===== src/rtl/mem_stage_pkg.sv =====
// mem_stage_pkg: shared types and helpers for the memory-access stage.
//   mem_state_t  - access FSM state encoding
//   DM_BE_ALL    - byte enables for a full 64-bit access
//   byte_onehot  - one-hot byte enable for a single lane
package mem_stage_pkg;

   typedef enum logic [1:0] {
      IDLE = 2'd0,
      BUSY = 2'd1,
      ERR  = 2'd2,
      DONE = 2'd3
   } mem_state_t;

   localparam logic [7:0] DM_BE_ALL = 8'hFF;

   function automatic logic [7:0] byte_onehot(input logic [2:0] lane);
      byte_onehot = 8'h01 << lane;
   endfunction

endpackage


===== src/rtl/mem_load_align.sv =====
// mem_load_align: combinational load-data lane select.
//   rdata     in  64  raw read data from data memory
//   lane      in  3   byte lane (address bits [2:0])
//   byte_mode in  1   1 = byte load, zero-extend the selected lane
//   data      out 64  aligned load value
module mem_load_align (
   input  logic [63:0] rdata,
   input  logic [2:0]  lane,
   input  logic        byte_mode,
   output logic [63:0] data
);

   always_comb begin
      data = rdata;
      if (byte_mode) begin
         data = {56'd0, rdata[{lane, 3'b000} +: 8]};
      end
   end

endmodule


===== src/rtl/mem_stage.sv =====
// mem_stage: memory-access stage between EX/MEM and MEM/WR.
// Runs a req/ack handshake with a variable-latency data memory and stalls
// the pipeline while an access is outstanding.
//
// Optional feature macro: MEM_STAGE_BYTE_EN (adds MemSize_in, byte loads/stores).
//
// Ports:
//   clk, reset (async, active-low)
//   alu_in, data2_in, rd_in, MemWrite_in, MemToReg_in, RegWrite_in  EX/MEM inputs
//   MemSize_in (MEM_STAGE_BYTE_EN only)  1 = byte access
//   dm_req, dm_we, dm_addr, dm_wdata, dm_be  registered memory request
//   dm_ack, dm_rdata                         memory response
//   wb_data, wb_rd, wb_RegWrite              to MEM/WR
//   stall                                    pipeline hold
//   bus_err                                  sticky error flag
//
// state | meaning
// IDLE  | no access in flight; launch on pending access
// BUSY  | dm_req held, waiting for dm_ack or timeout
// ERR   | misaligned or timed-out access; set bus_err, zero load buffer
// DONE  | result valid, pipeline advances at end of this cycle
module mem_stage
   import mem_stage_pkg::*;
#(
   parameter int unsigned TIMEOUT = 255
) (
   input  logic        clk,
   input  logic        reset,
   input  logic [63:0] alu_in,
   input  logic [63:0] data2_in,
   input  logic [4:0]  rd_in,
   input  logic        MemWrite_in,
   input  logic        MemToReg_in,
   input  logic        RegWrite_in,
`ifdef MEM_STAGE_BYTE_EN
   input  logic        MemSize_in,
`endif
   output logic        dm_req,
   output logic        dm_we,
   output logic [63:0] dm_addr,
   output logic [63:0] dm_wdata,
   output logic [7:0]  dm_be,
   input  logic        dm_ack,
   input  logic [63:0] dm_rdata,
   output logic [63:0] wb_data,
   output logic [4:0]  wb_rd,
   output logic        wb_RegWrite,
   output logic        stall,
   output logic        bus_err
);

   // Counter value on the last BUSY cycle before timeout fires.
   localparam logic [7:0] TMO_LAST = 8'(TIMEOUT - 1);

   mem_state_t  state_q, state_d;
   logic [7:0]  tmo_q, tmo_d;
   logic [63:0] lbuf_q, lbuf_d;
   logic        bus_err_q, bus_err_d;
   logic        dm_req_q, dm_req_d;
   logic        dm_we_q, dm_we_d;
   logic [63:0] dm_addr_q, dm_addr_d;
   logic [63:0] dm_wdata_q, dm_wdata_d;
   logic [7:0]  dm_be_q, dm_be_d;

   logic        pending;
   logic        is_load;
   logic        misaligned;
   logic [7:0]  req_be;
   logic [63:0] req_wdata;
   logic [63:0] rdata_aligned;

   assign pending = MemWrite_in | MemToReg_in;
   // Both controls high is treated as a store.
   assign is_load = MemToReg_in & ~MemWrite_in;

`ifdef MEM_STAGE_BYTE_EN
   assign misaligned = ~MemSize_in & (alu_in[2:0] != 3'd0);
   assign req_be     = MemSize_in ? byte_onehot(alu_in[2:0]) : DM_BE_ALL;
   assign req_wdata  = MemSize_in ? {8{data2_in[7:0]}} : data2_in;

   mem_load_align u_load_align (
      .rdata     (dm_rdata),
      .lane      (alu_in[2:0]),
      .byte_mode (MemSize_in),
      .data      (rdata_aligned)
   );
`else
   assign misaligned    = (alu_in[2:0] != 3'd0);
   assign req_be        = DM_BE_ALL;
   assign req_wdata     = data2_in;
   assign rdata_aligned = dm_rdata;
`endif

   always_comb begin
      state_d    = state_q;
      tmo_d      = tmo_q;
      lbuf_d     = lbuf_q;
      bus_err_d  = bus_err_q;
      dm_req_d   = dm_req_q;
      dm_we_d    = dm_we_q;
      dm_addr_d  = dm_addr_q;
      dm_wdata_d = dm_wdata_q;
      dm_be_d    = dm_be_q;
      unique case (state_q)
         IDLE: begin
            if (pending) begin
               if (misaligned) begin
                  state_d = ERR;
               end else begin
                  state_d    = BUSY;
                  tmo_d      = 8'd0;
                  dm_req_d   = 1'b1;
                  dm_we_d    = MemWrite_in;
                  dm_addr_d  = alu_in;
                  dm_wdata_d = req_wdata;
                  dm_be_d    = req_be;
               end
            end
         end
         BUSY: begin
            // ack takes priority over a timeout in the same cycle
            if (dm_ack) begin
               lbuf_d   = rdata_aligned;
               dm_req_d = 1'b0;
               state_d  = DONE;
            end else begin
               tmo_d = tmo_q + 8'd1;
               if (tmo_q == TMO_LAST) begin
                  dm_req_d = 1'b0;
                  state_d  = ERR;
               end
            end
         end
         ERR: begin
            bus_err_d = 1'b1;
            lbuf_d    = 64'd0;
            state_d   = DONE;
         end
         DONE: begin
            state_d = IDLE;
         end
         default: begin
            state_d = IDLE;
         end
      endcase
   end

   always_ff @(posedge clk or negedge reset) begin
      if (!reset) begin
         state_q    <= IDLE;
         tmo_q      <= 8'd0;
         lbuf_q     <= 64'd0;
         bus_err_q  <= 1'b0;
         dm_req_q   <= 1'b0;
         dm_we_q    <= 1'b0;
         dm_addr_q  <= 64'd0;
         dm_wdata_q <= 64'd0;
         dm_be_q    <= 8'd0;
      end else begin
         state_q    <= state_d;
         tmo_q      <= tmo_d;
         lbuf_q     <= lbuf_d;
         bus_err_q  <= bus_err_d;
         dm_req_q   <= dm_req_d;
         dm_we_q    <= dm_we_d;
         dm_addr_q  <= dm_addr_d;
         dm_wdata_q <= dm_wdata_d;
         dm_be_q    <= dm_be_d;
      end
   end

   assign dm_req      = dm_req_q;
   assign dm_we       = dm_we_q;
   assign dm_addr     = dm_addr_q;
   assign dm_wdata    = dm_wdata_q;
   assign dm_be       = dm_be_q;
   assign bus_err     = bus_err_q;
   assign stall       = pending & (state_q != DONE);
   assign wb_data     = (is_load && (state_q == DONE)) ? lbuf_q : alu_in;
   assign wb_rd       = rd_in;
   assign wb_RegWrite = RegWrite_in;

endmodule

===== config.mk =====
export PLATFORM = sky130hd
export DESIGN_NAME = mem_stage
export DESIGN_NICKNAME = d
export VERILOG_FILES = /design/src/rtl/mem_stage_pkg.sv /design/src/rtl/mem_load_align.sv /design/src/rtl/mem_stage.sv
export SDC_FILE = /design/constraint.sdc
export NUM_CORES = 1
export LEC_CHECK = 0
export CORE_MARGIN = 10
export CORE_UTILIZATION = 43
export CTS_BUF_LIST = sky130_fd_sc_hd__clkbuf_8 sky130_fd_sc_hd__clkbuf_16
export DETAILED_ROUTE_END_ITERATION = 6
export PLACE_DENSITY = 0.94
export SYNTH_ARGS = -nofsm -noshare
export SYNTH_HDL_FRONTEND = slang
export SYNTH_SLANG_ARGS = --single-unit

===== constraint.sdc =====
create_clock -name clk -period 5.61 [get_ports clk]
set_clock_uncertainty 0.15 [all_clocks]
set_input_delay 1.683 -clock clk [delete_from_list [all_inputs] [get_ports clk]]
set_output_delay 1.683 -clock clk [all_outputs]
set_load 0.05 [all_outputs]

==> results_dict.tcl, run 1 <==
# flow metrics
set metrics [dict create \
    cts-htree-levels 1 \
    logic_area_mm2 0.00323 \
    comb_area_share_pct 22.8 \
    grt_pass1_wl_mm 47.2 \
    place_congestion 0.841 \
    drc_errors 0 \
    core-area_mm2 0.0196 \
    syn-mean-instance-area_um2 14.6 \
    drive_gt1_share_pct 30.7 \
    syn_area_mm2 0.00862 \
    warnings 32 \
    die_x_um 162 \
    antenna_cells 0 \
    r2r_end "lbuf_q[29]$_DFFE_PN0P_" \
    path_cells "clkdlybuf4s50_1 -> nand3b_1 -> buf_12 -> mux2_2 -> buf_12" \
    drv_cap 0 \
    worst_ir_drop_vdd_uv 387 \
    flop_area_mm2 0.00515 \
    fp_util_pct 44.0 \
    flop_cell "dfrtp_1" \
    yosys_area_mm2 0.00862 \
    antenna_left 0 \
    placedCellCount 1216 \
    grt_max_degree 138 \
    via_per_inst 5.28 \
    clkbuf_count 28 \
    seq_area_share_pct 36.3 \
    clkCellAreaFrac_pct 5.20 \
    mux_share_pct 24.7 \
    hpwl_mm 23.8 \
    drt_pass1_iterations 4 \
    dieArea_mm2 0.0261 \
    crit_top_cell "buf_12" \
    cts_buffers 22 \
    nets 1184 \
    worst_path_max_delay_cell "clkdlybuf4s50_1" \
    setup_viol 0 \
    portBuffers 400 \
    power-per-cell-area_mw_per_mm2 613 \
    clock_power_mw 1.45 \
    tightestPinTransition_ns 1.10 \
    grt_overflow 0 \
    final_cells 1256 \
    power_frac_seq_pct 29.1 \
    p_seq_mw 2.54 \
    run_status "completed" \
    synth.distinct_cells 34 \
    topCombFamilyByArea "multiplexers" \
    worstPathMaxFanout 64 \
    antenna_found_initial 0 \
]
[run 1: state kept, by name (all words and copies together) (netlist names)]
| name | flops |
|---|---|
| bus_err | 1 |
| lbuf_q | 64 |
| dm_req | 1 |
| tmo_q | 8 |
| dm_we | 1 |
| state_q | 2 |
| dm_addr | 64 |
| dm_be | 1 |
| dm_wdata | 64 |
[run 1: cells in the mapped netlist, types with 2 or more instances]
cell,instances
o31ai_1,5
nor2_1,5
a21boi_0,3
and2_1,5
mux2_2,189
nor3_1,4
ha_1,6
inv_1,4
or3_1,2
o21ai_0,12
nand3_1,6
a22o_1,64
nand2b_1,2
buf_4,13
a21oi_1,6
nor3b_1,2
nand2_1,7
or2_2,2
or4_1,2
buf_2,10
clkbuf_1,24
dfrtp_1,206
[run 1: stage by stage]
stage / setup WS [ns] / area [µm²] / hold WS, ns / power (mW) / util (%)
floorplan: 0.864 / 8620 / 0.319 / 5.40 / -
finish: 0.371 / 14200 / 0.325 / 8.72 / 72.5
CTS: 0.407 / 14200 / 0.333 / 8.79 / 72.5
global placement: 0.467 / 13500 / 0.303 / 7.14 / 68.8
global route: 0.341 / 14200 / 0.354 / 9.06 / 72.5
detailed placement: 0.407 / 13500 / 0.308 / 7.29 / 68.8
[run 1: routing by layer]
metal,up-vias,GRT usage (%),routed length (µm),part of all wire (%)
met1,3318,24.6,11300,36
met4,0,6.53,832,2.6
met2,334,41.3,16300,52
li1,2928,-,-,-
met5,-,0,0,0
met3,48,8.92,3040,9.6
[run 1: critical path, delay by kind of cell]
| family | cells | cell delay [ns] |
|---|---|---|
| buf+inv | 3 | 1.00 |
| mux | 1 | 0.43 |
| simple gates | 1 | 0.18 |
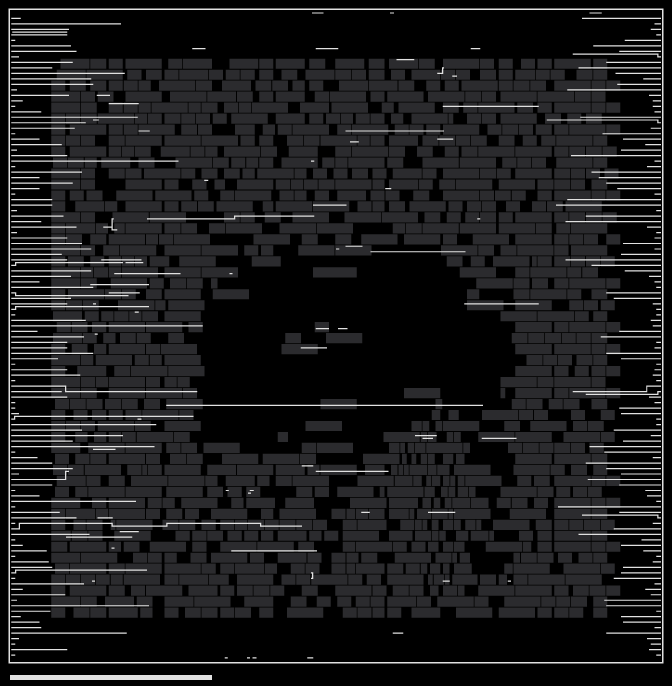
*Signal wires on met3, run 1*
Scale bar: 50 µm.
wire length on this layer = 3,040 µm
main direction = horizontal
longest straight run = 78.2 µm
nets with wire on the layer = 270
share of all routed wire = 9.6%
drt total wl: 31.5 mm
met3 Use GR: 8.92%

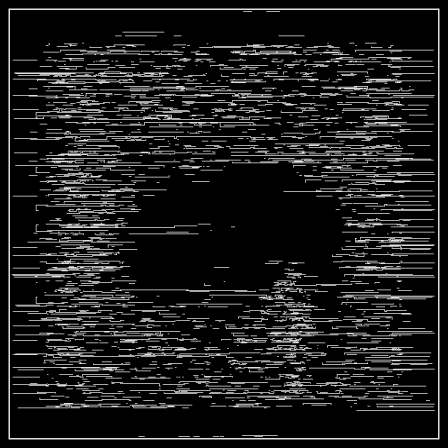
*Metal 1, run 1*
main direction = horizontal
wire length on this layer = 11,300 µm
longest straight run = 56.1 µm
share of all routed wire = 36%
met1 Track Usage GR: 24.6%
via count: 6,628

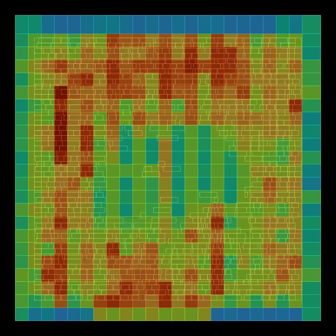
*Routing congestion, run 1*
met2 usage: 41.3%
GRT busiest layer: met2
Layout Utilization: 72.5%
routed len/inst: 25.1 µm
Total GRT Usage: 23.0%

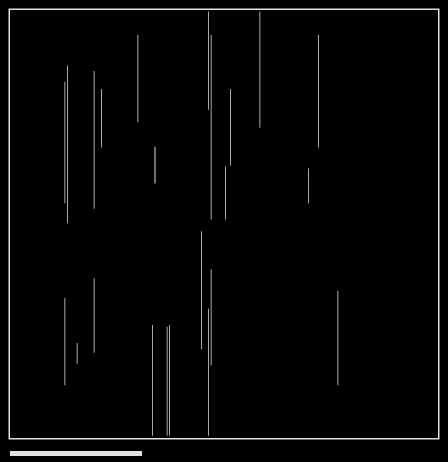
*The metal 4 layer, run 1*
Scale bar: 50 µm.
nets with wire on the layer = 18
main direction = vertical
share of all routed wire = 2.6%
wire length on this layer = 832 µm
longest straight run = 69.4 µm

## Run 2: what changed since run 1
MAX_ROUTING_LAYER = met4   (was unset)
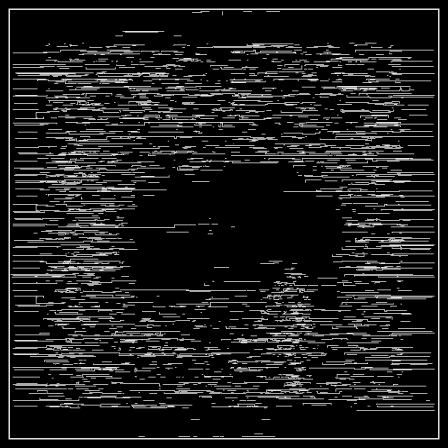
*Metal 1, run 2*
wire length on this layer = 11,600 µm
main direction = horizontal
share of all routed wire = 37%
drt total wl: 31.5 mm
via count: 6,679
met1 Track Usage GR: 25.5%

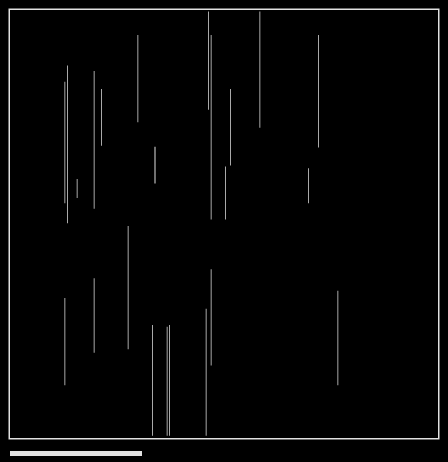
*The metal 4 layer, run 2*
Scale bar: 50 µm.
wire length on this layer = 833 µm
main direction = vertical
longest straight run = 69.4 µm
nets with wire on the layer = 18

==> run 2 against run 1 <==
- setup slack improved by 0.0021 ns
- count of clock-buffer cells in the layout stayed put
- total power barely moved
- via count is 0.77% higher
- sequential power barely moved
- routed wire length decreased by 0.10%
- non-clock buffer count is the same
- synthesized cell count stayed put
- worst hold slack improved by 0.0013 ns
- maximum frequency barely moved
- die size did not move
- combinational power hardly changed
==> results_dict.tcl, run 2 <==
# flow metrics
set metrics [dict create \
    grtUsageMet2_pct 41.2 \
    edf_count 0 \
    final_util_pct 72.5 \
    antenna_left 0 \
    flop_area_mm2 0.00515 \
    cts_buffers 22 \
    rsz0062_at_grt "no" \
    run_status "completed" \
    yosysWarnings 0 \
    yosys_area_mm2 0.00862 \
    antenna_cells 0 \
    warnings 32 \
    yosys-top-cells-count "206 x dfrtp_1, 189 x mux2_2, 64 x a22o_1, 24 x clkbuf_1, 13 x buf_4" \
    drc_errors 0 \
    drive_gt1_share_pct 30.7 \
    flop_cell "dfrtp_1" \
    syn_area_mm2 0.00862 \
    core-area_mm2 0.0196 \
    syn-mean-instance-area_um2 14.6 \
    topCombFamilyByArea "multiplexers" \
    antenna_found_initial 0 \
    hpwl_mm 23.8 \
    yosysMostFrequentCell "dfrtp_1" \
    via_per_inst 5.32 \
    place_congestion 0.854 \
    path_cells "clkdlybuf4s50_1 -> nand3b_1 -> buf_12 -> mux2_2 -> buf_12" \
    nets 1184 \
    gr-usage-all-layers_pct 23.7 \
    power_frac_seq_pct 29.1 \
    period_minus_slack_ns 5.24 \
    grt.busiest_layer "met2" \
    portBuffers 400 \
    crit_top_cell "buf_12" \
    dieArea_mm2 0.0261 \
    logic_area_mm2 0.00323 \
    worst_path_max_delay_cell "clkdlybuf4s50_1" \
    netlist_instances 591 \
    avgRoutedWirePerCell_um 25.1 \
    fp_util_pct 44.0 \
    grt_overflow 0 \
    synth.distinct_cells 34 \
    dpl_cell_area_mm2 0.0135 \
    power-per-cell-area_mw_per_mm2 613 \
    grt_max_degree 138 \
    r2r_end "lbuf_q[29]$_DFFE_PN0P_" \
]
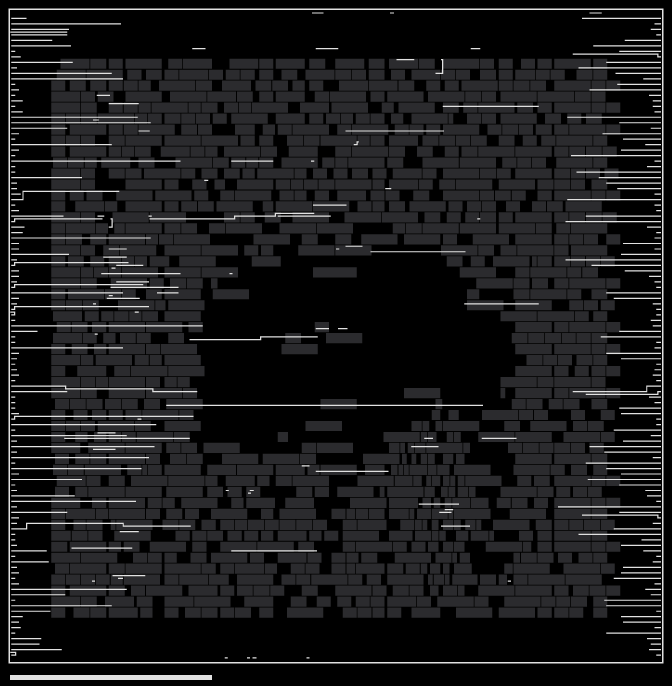
*Signal wires on met3, run 2*
Scale bar: 50 µm.
main direction = horizontal
nets with wire on the layer = 275
met3 Use GR: 7.83%

==> run 2: layout make-up <==
type	count	share of cell area [%]
Sequential cell	206	36.3
Timing Repair Buffer	408	33.3
Multi-Input combinational cell	333	22.8
Clock buffer	28	4.54
Tap cell	265	2.33
Clock inverter	12	0.661
Inverter	4	0.106
==> run 2: metal layers <==
layer | wire (µm) | part of all wire [%]
met5 | 0 | 0
met3 | 2770 | 8.8
met2 | 16300 | 52
met4 | 833 | 2.6
met1 | 11600 | 37
==> run 2: power groups by stage <==
stage / Clock (mW) / Combinational [mW] / Sequential, mW
after global placement: 0 / 4.66 / 2.49
after global routing: 1.55 / 4.90 / 2.61
after CTS: 1.48 / 4.77 / 2.54
after floorplan: 0 / 1.30 / 4.11
final: 1.45 / 4.72 / 2.54
after detailed placement: 0 / 4.75 / 2.54
==> run 2: through the flow <==
step	setup slack, ns	power, mW	hold WS [ns]	cells
global route	0.339	9.07	0.354	1256
global placement	0.467	7.14	0.303	1216
finish	0.373	8.71	0.327	1256
floorplan	0.864	5.40	0.319	591
CTS	0.407	8.79	0.333	1256
detailed placement	0.407	7.29	0.308	1216
==> run 2: worst min-delay path by stage <==
stage | endpoint | slack [ns]
finish | bus_err$_DFFE_PN0P_ | 0.33
global route | dm_we$_DFFE_PN0P_ | 0.35
CTS | bus_err$_DFFE_PN0P_ | 0.33
detailed placement | bus_err$_DFFE_PN0P_ | 0.31
global placement | bus_err$_DFFE_PN0P_ | 0.30
floorplan | lbuf_q[0]$_DFFE_PN0P_ | 0.32
==> run 2: worst max-delay path: cells and delay by family <==
kind / cells / cell delay (ns)
multiplexers: 1 / 0.43
AND/OR/NAND/NOR: 1 / 0.18
buffers and inverters: 3 / 1.00
## Run 3: what changed since run 2
SETUP_SLACK_MARGIN = 0.5   (was unset)
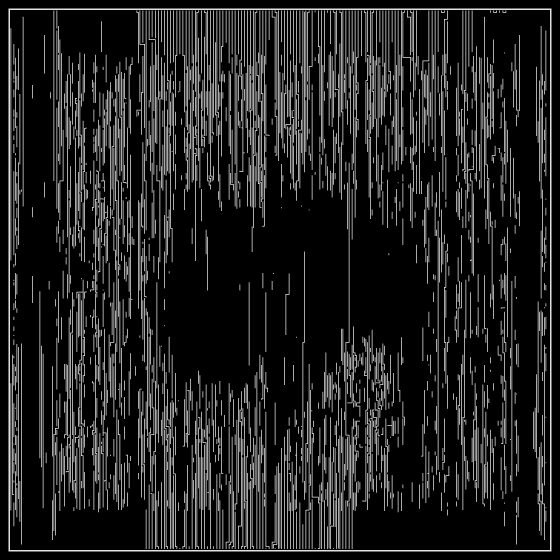
*Metal 2, run 3*
wire length on this layer = 16,900 µm
longest straight run = 74.5 µm
share of all routed wire = 52%
nets with wire on the layer = 1,133
met2 usage: 42.9%
via count: 6,687
drt total wl: 32.4 mm

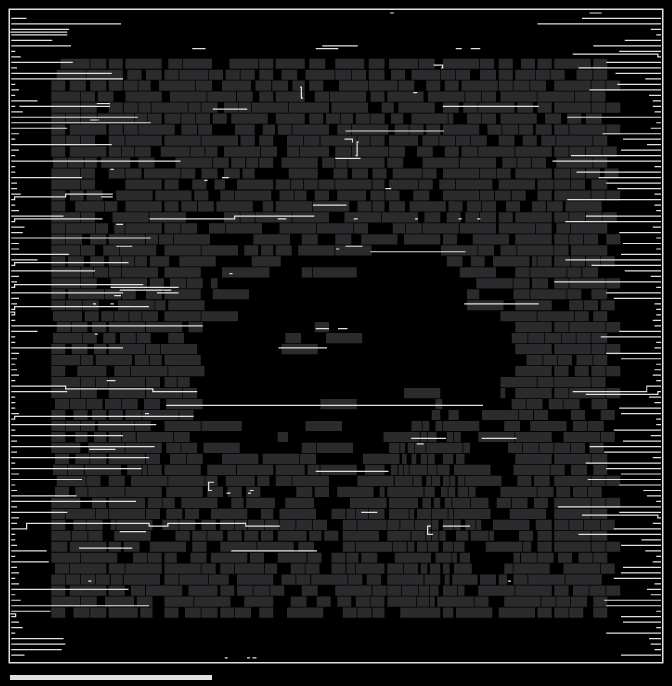
*Signal wires on met3, run 3*
Scale bar: 50 µm.
main direction = horizontal
share of all routed wire = 8.7%
met3 Use GR: 8.11%

==> run 3 against run 2 <==
- synthesized cell count stayed put
- utilization grew 0.65 points
- final area increased by 0.89%
- non-clock buffer count is 7 higher
- register-to-register slack gained 0.04 ns
- critical path depth increased by 2
- sequential share of layout area decreased by 0.32 points
- largest cell class unchanged
- largest power group unchanged
==> results_dict.tcl, run 3 <==
# flow metrics
set metrics [dict create \
    run_status "completed" \
    warnings 32 \
    yosysWarnings 0 \
    nets 1191 \
    yosys_area_mm2 0.00862 \
    core-area_mm2 0.0196 \
    flop_cell "dfrtp_1" \
    edf_count 0 \
    holdWs_ns 0.326 \
    r2r_end "lbuf_q[29]$_DFFE_PN0P_" \
    yosysMostFrequentCell "dfrtp_1" \
    antenna_found_initial 0 \
    cts_buffers 22 \
    path_cells "dlygate4sd2_1 -> nand3b_1 -> buf_6 -> buf_4 -> buf_16 -> mux2_2 -> buf_12" \
    final_util_pct 73.2 \
    syn_nets 800 \
    hpwl_mm 23.8 \
    antenna_left 0 \
    power-per-cell-area_mw_per_mm2 611 \
    portBuffers 400 \
    gr-usage-all-layers_pct 24.4 \
    yosys-top-cells-count "206 x dfrtp_1, 189 x mux2_2, 64 x a22o_1, 24 x clkbuf_1, 13 x buf_4" \
    netlist_instances 591 \
    drc_errors 0 \
    dieArea_mm2 0.0261 \
    grt_overflow 0 \
    syn-mean-instance-area_um2 14.6 \
    synth.distinct_cells 34 \
    worstSetupPathType "input pin to primary output" \
    syn_area_mm2 0.00862 \
    grt_max_degree 138 \
    min_to "bus_err$_DFFE_PN0P_" \
    drive_gt1_share_pct 31.2 \
    place_congestion 0.854 \
    finalCritPeriodShare_pct 88.6 \
    worst_path_max_delay_cell "mux2_2" \
    rsz0062_at_grt "no" \
]
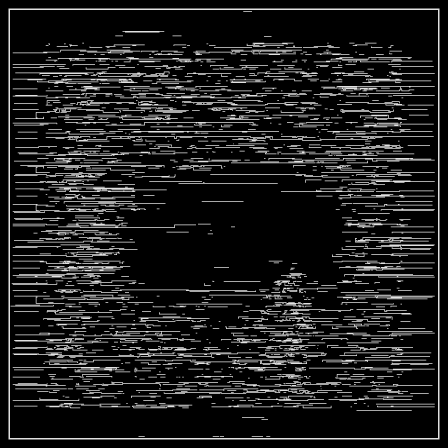
*Metal 1, run 3*
share of all routed wire = 37%
wire length on this layer = 11,800 µm

-- run 3: layout make-up --
cell class              count  area [µm²]  share of cell area, %
clock buffers              28         644                   4.50
clock inverters            12        93.8                  0.655
flip-flops and latches    206        5150                   36.0
well taps                 265         332                   2.31
multi-input cells         333        3230                   22.6
repair buffers            415        4860                   33.9
inverters                   4        15.0                  0.105
-- run 3: critical path, delay by kind of cell --
| family | cells | cell delay [ns] |
|---|---|---|
| simple gates | 1 | 0.23 |
| buf+inv | 5 | 0.89 |
| mux | 1 | 0.32 |
-- run 3: worst max path at each step --
stage,from,to,slack [ns],depth (start not counted)
floorplan,MemWrite_in,wb_data[10],0.86,4
global placement,MemWrite_in,wb_data[41],0.47,5
detailed placement,MemWrite_in,wb_data[43],0.41,5
CTS,MemWrite_in,wb_data[43],0.69,7
global route,MemWrite_in,wb_data[42],0.59,7
finish,MemWrite_in,wb_data[43],0.64,7
-- run 3: metal layers --
metal  track usage [%]  share of wire, %  vias up
met5                 -                 0        -
met4              6.74               2.5        0
met3              8.11               8.7       48
met2              42.9                52      341
met1              25.8                37     3358
li1                  -                 -     2940
-- run 3: stage by stage --
step                worst slack, ns  std cells
floorplan                     0.864        591
global placement              0.467       1216
detailed placement            0.407       1216
CTS                           0.687       1263
global route                  0.585       1263
finish                        0.638       1263
-- run 3: power by group --
| part | switching (mW) | internal (mW) |
|---|---|---|
| registers | 0.407 | 2.13 |
| clock network | 0.598 | 0.860 |
| logic | 2.96 | 1.80 |
| total | 3.96 | 4.79 |
-- run 3: logic make-up after synthesis --
family / after synthesis / share of synthesized area (%)
AND-OR/OR-AND: 94 / 8.68
AND/OR/NAND/NOR: 44 / 2.86
buffers and inverters: 52 / 3.06
adder cells (fa/ha/maj): 6 / 0.871
flip-flops: 206 / 59.8
multiplexers: 189 / 24.7
Power and IR drop assume default switching activity.
